<file path="config.mk">
export PLATFORM = sky130hd
export DESIGN_NAME = reg_writeback_flat
export DESIGN_NICKNAME = d
export VERILOG_FILES = /design/src/rtl/cpu_pkg.sv /design/src/rtl/reg_writeback_if.sv /design/src/rtl/wb_fifo.sv /design/src/rtl/reg_writeback.sv /design/src/flat_wrapper.sv
export SDC_FILE = /design/constraint.sdc
export NUM_CORES = 1
export LEC_CHECK = 0
export CAP_MARGIN = 20
export CORE_UTILIZATION = 53
export CTS_CLUSTER_SIZE = 20
export DETAILED_ROUTE_END_ITERATION = 10
export GPL_ROUTABILITY_DRIVEN = 0
export GPL_TIMING_DRIVEN = 0
export HOLD_SLACK_MARGIN = 0.1
export PLACE_DENSITY_LB_ADDON = 0.15
export REMOVE_ABC_BUFFERS = 1
export SYNTH_ARGS = -nofsm -noshare
export SYNTH_HDL_FRONTEND = slang
export SYNTH_HIERARCHICAL = 1
export SYNTH_SLANG_ARGS = --single-unit
export TNS_END_PERCENT = 1
</file>
<file path="constraint.sdc">
create_clock -name Clk -period 3.5 [get_ports Clk]
set_input_delay 0.7 -clock Clk [delete_from_list [all_inputs] [get_ports Clk]]
set_output_delay 0.7 -clock Clk [all_outputs]
set_load 0.05 [all_outputs]
</file>
<file path="src/rtl/cpu_pkg.sv">
// Shared CPU constants and types used by the write-back stage.
package cpu_pkg;

    localparam int DATA_W = 32;
    localparam int ADDR_W = 5;

    localparam logic [4:0] REG_ZERO = 5'd0;

    typedef enum logic [1:0] {
        WB_NONE,
        WB_ALU,
        WB_LD
    } wb_src_t;

endpackage

</file>
<file path="src/rtl/reg_writeback_if.sv">
// Write-back bus: ALU result, long-latency result, issue notification,
// register-file write port, scoreboard and FIFO occupancy.
// master = producers/consumers around the stage, slave = reg_writeback.
interface reg_writeback_if #(
    parameter int DEPTH  = 4,
    parameter int DATA_W = 32,
    parameter int ADDR_W = 5
);
    logic                     AluValid;
    logic                     AluReady;
    logic [ADDR_W-1:0]        AluRd;
    logic [DATA_W-1:0]        AluData;

    logic                     LdValid;
    logic                     LdReady;
    logic [ADDR_W-1:0]        LdRd;
    logic [DATA_W-1:0]        LdData;

    logic                     IssueValid;
    logic [ADDR_W-1:0]        IssueRd;

    logic [ADDR_W-1:0]        RD;
    logic [DATA_W-1:0]        WData;
    logic                     RegWr;
    logic [31:0]              Busy;
    logic [$clog2(DEPTH):0]   FifoCount;

    modport master (
        output AluValid, AluRd, AluData,
        output LdValid, LdRd, LdData,
        output IssueValid, IssueRd,
        input  AluReady, LdReady,
        input  RD, WData, RegWr, Busy, FifoCount
    );

    modport slave (
        input  AluValid, AluRd, AluData,
        input  LdValid, LdRd, LdData,
        input  IssueValid, IssueRd,
        output AluReady, LdReady,
        output RD, WData, RegWr, Busy, FifoCount
    );

endinterface

</file>
<file path="src/rtl/wb_fifo.sv">
// Synchronous FIFO holding {rd, data} for long-latency results.
// DEPTH must be a power of two so the pointers wrap naturally.
// Callers never push when full or pop when empty.
module wb_fifo #(
    parameter int DEPTH = 4,
    parameter int WIDTH = 37
) (
    input  logic                   Clk,
    input  logic                   Reset,
    input  logic                   push,
    input  logic                   pop,
    input  logic [WIDTH-1:0]       wdata,
    output logic [WIDTH-1:0]       rdata,
    output logic [$clog2(DEPTH):0] count,
    output logic                   full,
    output logic                   empty
);

    localparam int PW = $clog2(DEPTH);
    localparam int CW = PW + 1;

    logic [WIDTH-1:0] mem [DEPTH];
    logic [PW-1:0]    wr_ptr;
    logic [PW-1:0]    rd_ptr;
    logic [CW-1:0]    count_q;

    // Storage array; contents need no reset since count gates every read.
    always_ff @(posedge Clk) begin
        if (push) begin
            mem[wr_ptr] <= wdata;
        end
    end

    // Pointers and occupancy; simultaneous push and pop keep the count.
    always_ff @(posedge Clk or posedge Reset) begin
        if (Reset) begin
            wr_ptr  <= '0;
            rd_ptr  <= '0;
            count_q <= '0;
        end else begin
            if (push) wr_ptr <= wr_ptr + 1'b1;
            if (pop)  rd_ptr <= rd_ptr + 1'b1;
            if (push && !pop)      count_q <= count_q + 1'b1;
            else if (pop && !push) count_q <= count_q - 1'b1;
        end
    end

    assign rdata = mem[rd_ptr];
    assign count = count_q;
    assign full  = (count_q == CW'(DEPTH));
    assign empty = (count_q == '0);

endmodule

</file>
<file path="src/rtl/reg_writeback.sv">
// Write-back arbiter: sole writer of the 32x32 register file.
// Picks one of ALU / long-latency FIFO each cycle, registers the write port
// and keeps the busy-register scoreboard for the hazard logic.
// Optional macro WB_TRACE_EN adds a simulation-only write trace.
module reg_writeback #(
    parameter int DEPTH  = 4,
    parameter int DATA_W = 32,
    parameter int ADDR_W = 5
) (
    input  logic           Clk,
    input  logic           Reset,
    reg_writeback_if.slave wb
);
    import cpu_pkg::*;

    localparam int EW = ADDR_W + DATA_W;

    logic [EW-1:0]          head;
    logic [ADDR_W-1:0]      head_rd;
    logic [DATA_W-1:0]      head_data;
    logic [$clog2(DEPTH):0] fifo_count;
    logic                   fifo_full;
    logic                   fifo_empty;
    logic                   push;
    logic                   pop;

    wb_src_t                sel;
    logic [ADDR_W-1:0]      sel_rd;
    logic [DATA_W-1:0]      sel_data;

    logic [ADDR_W-1:0]      rd_q;
    logic [DATA_W-1:0]      wdata_q;
    logic                   regwr_q;
    logic [31:0]            busy_q;
    logic [31:0]            busy_nxt;

    assign push = wb.LdValid && !fifo_full;

    wb_fifo #(
        .DEPTH (DEPTH),
        .WIDTH (EW)
    ) u_fifo (
        .Clk   (Clk),
        .Reset (Reset),
        .push  (push),
        .pop   (pop),
        .wdata ({wb.LdRd, wb.LdData}),
        .rdata (head),
        .count (fifo_count),
        .full  (fifo_full),
        .empty (fifo_empty)
    );

    assign head_rd   = head[EW-1:DATA_W];
    assign head_data = head[DATA_W-1:0];

    // Source select: a full FIFO must drain first, otherwise ALU has priority.
    always_comb begin
        sel      = WB_NONE;
        sel_rd   = '0;
        sel_data = '0;
        if (fifo_full) begin
            sel      = WB_LD;
            sel_rd   = head_rd;
            sel_data = head_data;
        end else if (wb.AluValid) begin
            sel      = WB_ALU;
            sel_rd   = wb.AluRd;
            sel_data = wb.AluData;
        end else if (!fifo_empty) begin
            sel      = WB_LD;
            sel_rd   = head_rd;
            sel_data = head_data;
        end
    end

    assign pop = (sel == WB_LD);

    // Scoreboard update: clear on pop of the head, then set on issue so set wins.
    always_comb begin
        busy_nxt = busy_q;
        if (pop) begin
            busy_nxt[head_rd] = 1'b0;
        end
        if (wb.IssueValid && (wb.IssueRd != REG_ZERO)) begin
            busy_nxt[wb.IssueRd] = 1'b1;
        end
    end

    // Registered write port and scoreboard; r0 writes are consumed silently.
    always_ff @(posedge Clk or posedge Reset) begin
        if (Reset) begin
            rd_q    <= '0;
            wdata_q <= '0;
            regwr_q <= 1'b0;
            busy_q  <= '0;
        end else begin
            busy_q <= busy_nxt;
            if (sel != WB_NONE) begin
                rd_q    <= sel_rd;
                wdata_q <= sel_data;
                regwr_q <= (sel_rd != REG_ZERO);
            end else begin
                regwr_q <= 1'b0;
            end
        end
    end

    assign wb.AluReady  = !fifo_full;
    assign wb.LdReady   = !fifo_full;
    assign wb.RD        = rd_q;
    assign wb.WData     = wdata_q;
    assign wb.RegWr     = regwr_q;
    assign wb.Busy      = busy_q;
    assign wb.FifoCount = fifo_count;

`ifdef WB_TRACE_EN
    wb_src_t src_q;

    // Remember which source produced the registered write for the trace.
    always_ff @(posedge Clk or posedge Reset) begin
        if (Reset) src_q <= WB_NONE;
        else       src_q <= sel;
    end

    // Trace each committed write and the moment the FIFO becomes full.
    always @(posedge Clk) begin
        if (!Reset && regwr_q) begin
            $display("%0t wb %s rd=%h data=%h", $time,
                     (src_q == WB_ALU) ? "ALU" : "LD", rd_q, wdata_q);
        end
        if (!Reset && push && !pop && (fifo_count == ($clog2(DEPTH)+1)'(DEPTH - 1))) begin
            $display("%0t wb fifo full", $time);
        end
    end
`endif

endmodule

</file>
<file path="src/flat_wrapper.sv">
// flat-port wrapper written by rule: the top's interface ports become plain ports
module reg_writeback_flat import cpu_pkg::*;
#(
    parameter int DEPTH  = 4,
    parameter int DATA_W = 32,
    parameter int ADDR_W = 5
)
  (Clk, Reset, wb_AluValid, wb_AluRd, wb_AluData, wb_LdValid, wb_LdRd, wb_LdData, wb_IssueValid, wb_IssueRd, wb_AluReady, wb_LdReady, wb_RD, wb_WData, wb_RegWr, wb_Busy, wb_FifoCount);
  reg_writeback_if #(.DEPTH(DEPTH), .DATA_W(DATA_W), .ADDR_W(ADDR_W)) wb_i ();
  input  logic Clk;
  input  logic Reset;
  input wire logic [$bits(wb_i.AluValid)-1:0] wb_AluValid;
  input wire logic [$bits(wb_i.AluRd)-1:0] wb_AluRd;
  input wire logic [$bits(wb_i.AluData)-1:0] wb_AluData;
  input wire logic [$bits(wb_i.LdValid)-1:0] wb_LdValid;
  input wire logic [$bits(wb_i.LdRd)-1:0] wb_LdRd;
  input wire logic [$bits(wb_i.LdData)-1:0] wb_LdData;
  input wire logic [$bits(wb_i.IssueValid)-1:0] wb_IssueValid;
  input wire logic [$bits(wb_i.IssueRd)-1:0] wb_IssueRd;
  output wire logic [$bits(wb_i.AluReady)-1:0] wb_AluReady;
  output wire logic [$bits(wb_i.LdReady)-1:0] wb_LdReady;
  output wire logic [$bits(wb_i.RD)-1:0] wb_RD;
  output wire logic [$bits(wb_i.WData)-1:0] wb_WData;
  output wire logic [$bits(wb_i.RegWr)-1:0] wb_RegWr;
  output wire logic [$bits(wb_i.Busy)-1:0] wb_Busy;
  output wire logic [$bits(wb_i.FifoCount)-1:0] wb_FifoCount;
  assign wb_i.AluValid = wb_AluValid;
  assign wb_i.AluRd = wb_AluRd;
  assign wb_i.AluData = wb_AluData;
  assign wb_i.LdValid = wb_LdValid;
  assign wb_i.LdRd = wb_LdRd;
  assign wb_i.LdData = wb_LdData;
  assign wb_i.IssueValid = wb_IssueValid;
  assign wb_i.IssueRd = wb_IssueRd;
  assign wb_AluReady = wb_i.AluReady;
  assign wb_LdReady = wb_i.LdReady;
  assign wb_RD = wb_i.RD;
  assign wb_WData = wb_i.WData;
  assign wb_RegWr = wb_i.RegWr;
  assign wb_Busy = wb_i.Busy;
  assign wb_FifoCount = wb_i.FifoCount;
  reg_writeback #(.DEPTH(DEPTH), .DATA_W(DATA_W), .ADDR_W(ADDR_W)) u_core (.Clk(Clk), .Reset(Reset), .wb(wb_i));
endmodule
</file>
==> git commit body <==
Log flow metrics for this revision

* Total clock buffers created by CTS: 22
- After synthesis, the netlist uses 46 different library cells.
- Sequential Area: ~0.0064 mm2
- Register-to-Register Path Depth: 4
* Most instantiated flip-flop cell in the synthesis netlist: edfxtp_1
- Flip-flops: roughly 230
- The synthesis run identifies the leading combinational cell family as AND-OR/OR-AND gates.
- Counting tap cells, the placed design contains a total of 948 instances.
- For reference, the critical path is launched at u_core/u_fifo/count[0]$_DFFE_PP0P_.
* Maximum ir drop on the vdd rail: approximately 600 uV
* Antenna fix cells: 1
* Critical path destination: wb_LdReady
- Yosys mapped a number of flops with a built-in enable equal to 148.
* Floorplan die height: between 100 and 150 um
- Proportion of synthesized area in mux cells: 0.0909
- Critical path, cell by cell: nor3b_4, buf_6, buf_8, inv_1, clkdlybuf4s50_1
- Power density of the placed cells: slightly above 900 mW/mm2
- Log Warnings: 28
- In the global route stage, met3 resource usage came out at 0.0438.
- # DRC: 0
- The post-CTS hold buffer count recorded in the log is 0.
- Clock edge transition at the registers on the reported setup and hold paths: 60 ps
- Yosys reported that registers with async set or reset make up 0.342.
- FP Core Util: 0.539
- Slew headroom: 0.437
* Post-synthesis average cell area: between 15 and 20 um2
- Hold depth: 1
- Final-layout clock-cell area share: 0.0598
- Counting the clock-network buffers in the layout gives 32.
- Type of the setup path with the least slack: reg2out
- The highest clock rate this design can be run at is 0.299 GHz.
* Switch Pwr: roughly 4.2 mW
- The post-placement cell area is 0.0113 mm2.
* Post-synth area from yosys stat: ~0.0093 mm2
- The report lists the number of cells resized after CTS as 1.
* Worst hold path endpoint: u_core/wb.Busy[0]$_DFF_PP0_
- Sw frac: 0.380
- Register-to-register setup slack: ~760 ps
- Count of instantiated cells in the yosys netlist: approximately 600
- Reg2reg start: u_core/u_fifo/rd_ptr[0]$_DFFE_PP0P_
* Number of nets at the end of the flow: about 840
* Post-CTS Setup Repair Bufs: 0
- The routed wirelength on the met1 layer is recorded as about 8.4 mm.
- The buffer_ports step reported a buffer count of 158.
- Clock H-tree levels: 1
- Area overhead of the layout relative to synthesis: 29.2%
* Number of detailed-route iterations in the first pass: 5
- The via count of the first global-routing pass came to about 6000.
- Capture instance of the worst register-to-register path: u_core/wb.Busy[10]$_DFF_PP0_
- The first global-routing pass estimated about 33 mm of wire.
- The initial antenna violation count was 1.
* Buffer count excluding the clock tree in the final layout: 172
- The cell area that synthesis handed to floorplanning was ~0.0093 mm2.
* Met1 Usage GRT: 0.313
- Clock insertion delay at the later pin of the skew report: 500 ps
- Detailed routing placed a total of 10.7 mm of wire on met2.
- Maximum number of pins on one net before global-route repair: approximately 52
- TritonCTS built the clock tree.
* Bufs and invs on worst path: 4
* Final setup skew: around 12 ps
- The layout report lists the multi-input gate area as ~0.0027 mm2.
- The final timing report gives a worst setup slack of between 150 and 200 ps.
- The class occupying the most area after layout is reported as sequential cells.
- Sinks on Clock Net: ~230
* Fraction of the mapped netlist area in adder cells: 0.00889
* Worst setup slack after placement: about 420 ps
* Number of slew-limit violations in the final report: 0
- Top-area cell type share of the netlist area: 0.478
- Signal buf overhead: 0.155
- Yosys attributes the largest share of cell area to edfxtp_1 (48%), dfrtp_1 (21%), mux4_2 (9.0%).
- After global routing the overflow that remains totals 0.
* Count of inserted tapcells: 225
- Number of warnings printed during yosys synthesis: 6
* Seq/Total Area, Yosys: 0.686
- Post-synth top cells: edfxtp_1 (148), dfrtp_1 (77), a22oi_1 (43)
* Synth Area in Compound Gates: 0.107
- Max fanout on the critical path was recorded as 13.
* Yosys simple share: 0.0757
- Sum of negative setup slack: 0 ps
* Cell type contributing the most total cell area after synthesis: edfxtp_1
- Final critical path time including I/O delays and setup: roughly 3300 ps
- Cell internal power was estimated by the tool at 6.89 mW.
- Total global-route track usage: 0.240
- Transition time at the pin with the least slew margin: between 800 and 900 ps
* Power share of the sequential group: 0.366
- For this sky-water flow run, the detailed-routed wirelength per cell is reported as around 21 um.
* Number of failing hold endpoints at the final stage: 0
- Routed wire length: about 21 mm
- Number of nets still failing antenna checks after routing: 0
- Per the log, the first TritonRoute iteration ended with a DRC count of between 300 and 400.
- Path type of the worst min-delay path: reg2reg
* CTS root buf: clkbuf_16
* Leakage component of the power: between 4 and 5 nW
- Detailed routing placed a total of ~1.6 mm of wire on met3.
- Stages on worst setup path: 5
- DR vias: a little under 6000
* #FFs+latches synth: about 230
* Routing usage on met2: 0.402
- The run finished with clean final reports.
* Data required time at the worst endpoint: 2800 ps
- Ports placed on the boundary: 159
* Bufs on Longest Clock Path: 3
- Data on the critical path arrives at its endpoint at roughly 2600 ps.
* Element type at the critical path end: output port
- Share of cells above drive strength 1: 0.135
==> power by group through the flow <==
stage	registers, mW	logic, mW	clock network (mW)
after floorplan	5.17	1.88	0
after global placement	4.15	4.35	0
after detailed placement	4.13	4.68	0
after CTS	4.09	4.70	2.39
after global routing	4.16	4.97	2.49
final	4.07	4.70	2.34
==> layout by cell type (no fill, tap or decap), types with 2 or more instances in the layout <==
| cell type | count |
|---|---|
| xnor2_1 | 2 |
| a21o_1 | 4 |
| a32oi_1 | 2 |
| ha_1 | 5 |
| bufinv_16 | 2 |
| buf_6 | 5 |
| o21ai_0 | 39 |
| nor4bb_1 | 2 |
| nand3b_1 | 13 |
| and2_0 | 3 |
| nor2b_1 | 38 |
| a21oi_1 | 32 |
| o2bb2ai_1 | 2 |
| clkbuf_1 | 7 |
| mux4_2 | 37 |
| clkbuf_8 | 2 |
| xor2_1 | 4 |
| nor2b_4 | 2 |
| a22oi_1 | 43 |
| o21ai_1 | 3 |
| or2_2 | 2 |
| nor2_1 | 8 |
| clkdlybuf4s50_1 | 157 |
| dfrtp_1 | 75 |
| clkinv_2 | 5 |
| nand2_1 | 12 |
| or3b_1 | 3 |
| and2_1 | 10 |
| a221o_1 | 12 |
| clkbuf_16 | 23 |
| nand2b_1 | 4 |
| inv_1 | 14 |
| a22o_1 | 9 |
| edfxtp_1 | 148 |
| and2_2 | 4 |
| buf_16 | 7 |
==> registers in the layout (all words and copies together), names as in the netlist <==
signal                flops
u_core/u_fifo/count       3
u_core/u_fifo/rd_ptr      2
u_core/wb.Busy           32
u_core/wb.WData          32
u_core/wb.RegWr           1
u_core/wb.RD              5
u_core/u_fifo/wr_ptr      2
u_core/u_fifo/mem       148
Cell outlines without signal wires:
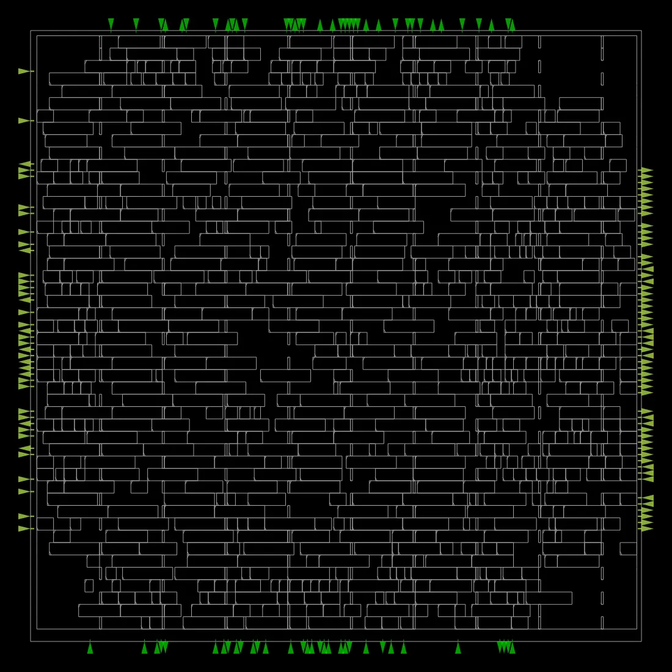
Finished Layout Cells: 989
final core utilization: 0.697
Seq area share: 0.531
filler cell count in the final layout: 1088

Cells coloured by class:
Drawn at 4 px/um.
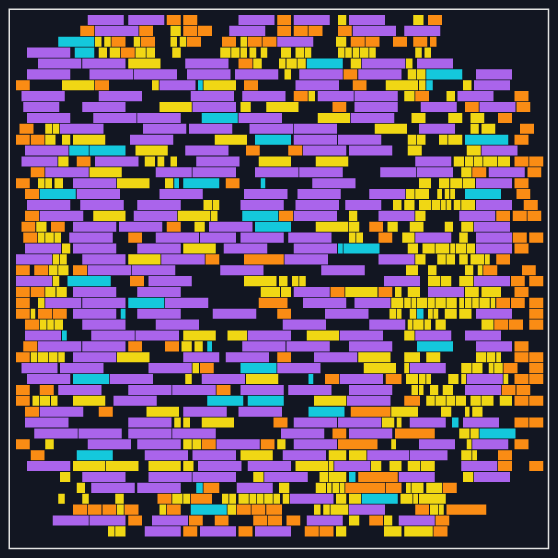
purple -> flip-flops  # cells 225, share of their area 54%
orange -> other buffers and delay cells  # cells 172, share of their area 16%
cyan -> clock drivers and dummy loads  # cells 40, share of their area 6.1%
yellow -> all other logic  # cells 326, share of their area 24%
site row count: 48
final instance area: 0.0120 mm2
area inside the core boundary: 0.0172 mm2

Metal 3:
Drawn at 2 px/um. Cells faint in the background.
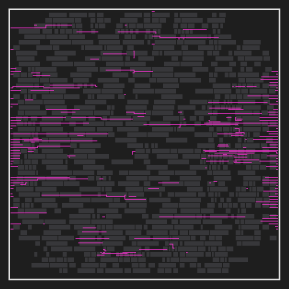
wire length on this layer = 1570 um
longest straight run = 48.5 um
main direction = horizontal
share of all routed wire = 7.4%
nets with wire on the layer = 143

Power is estimated from default activity; no workload was simulated.
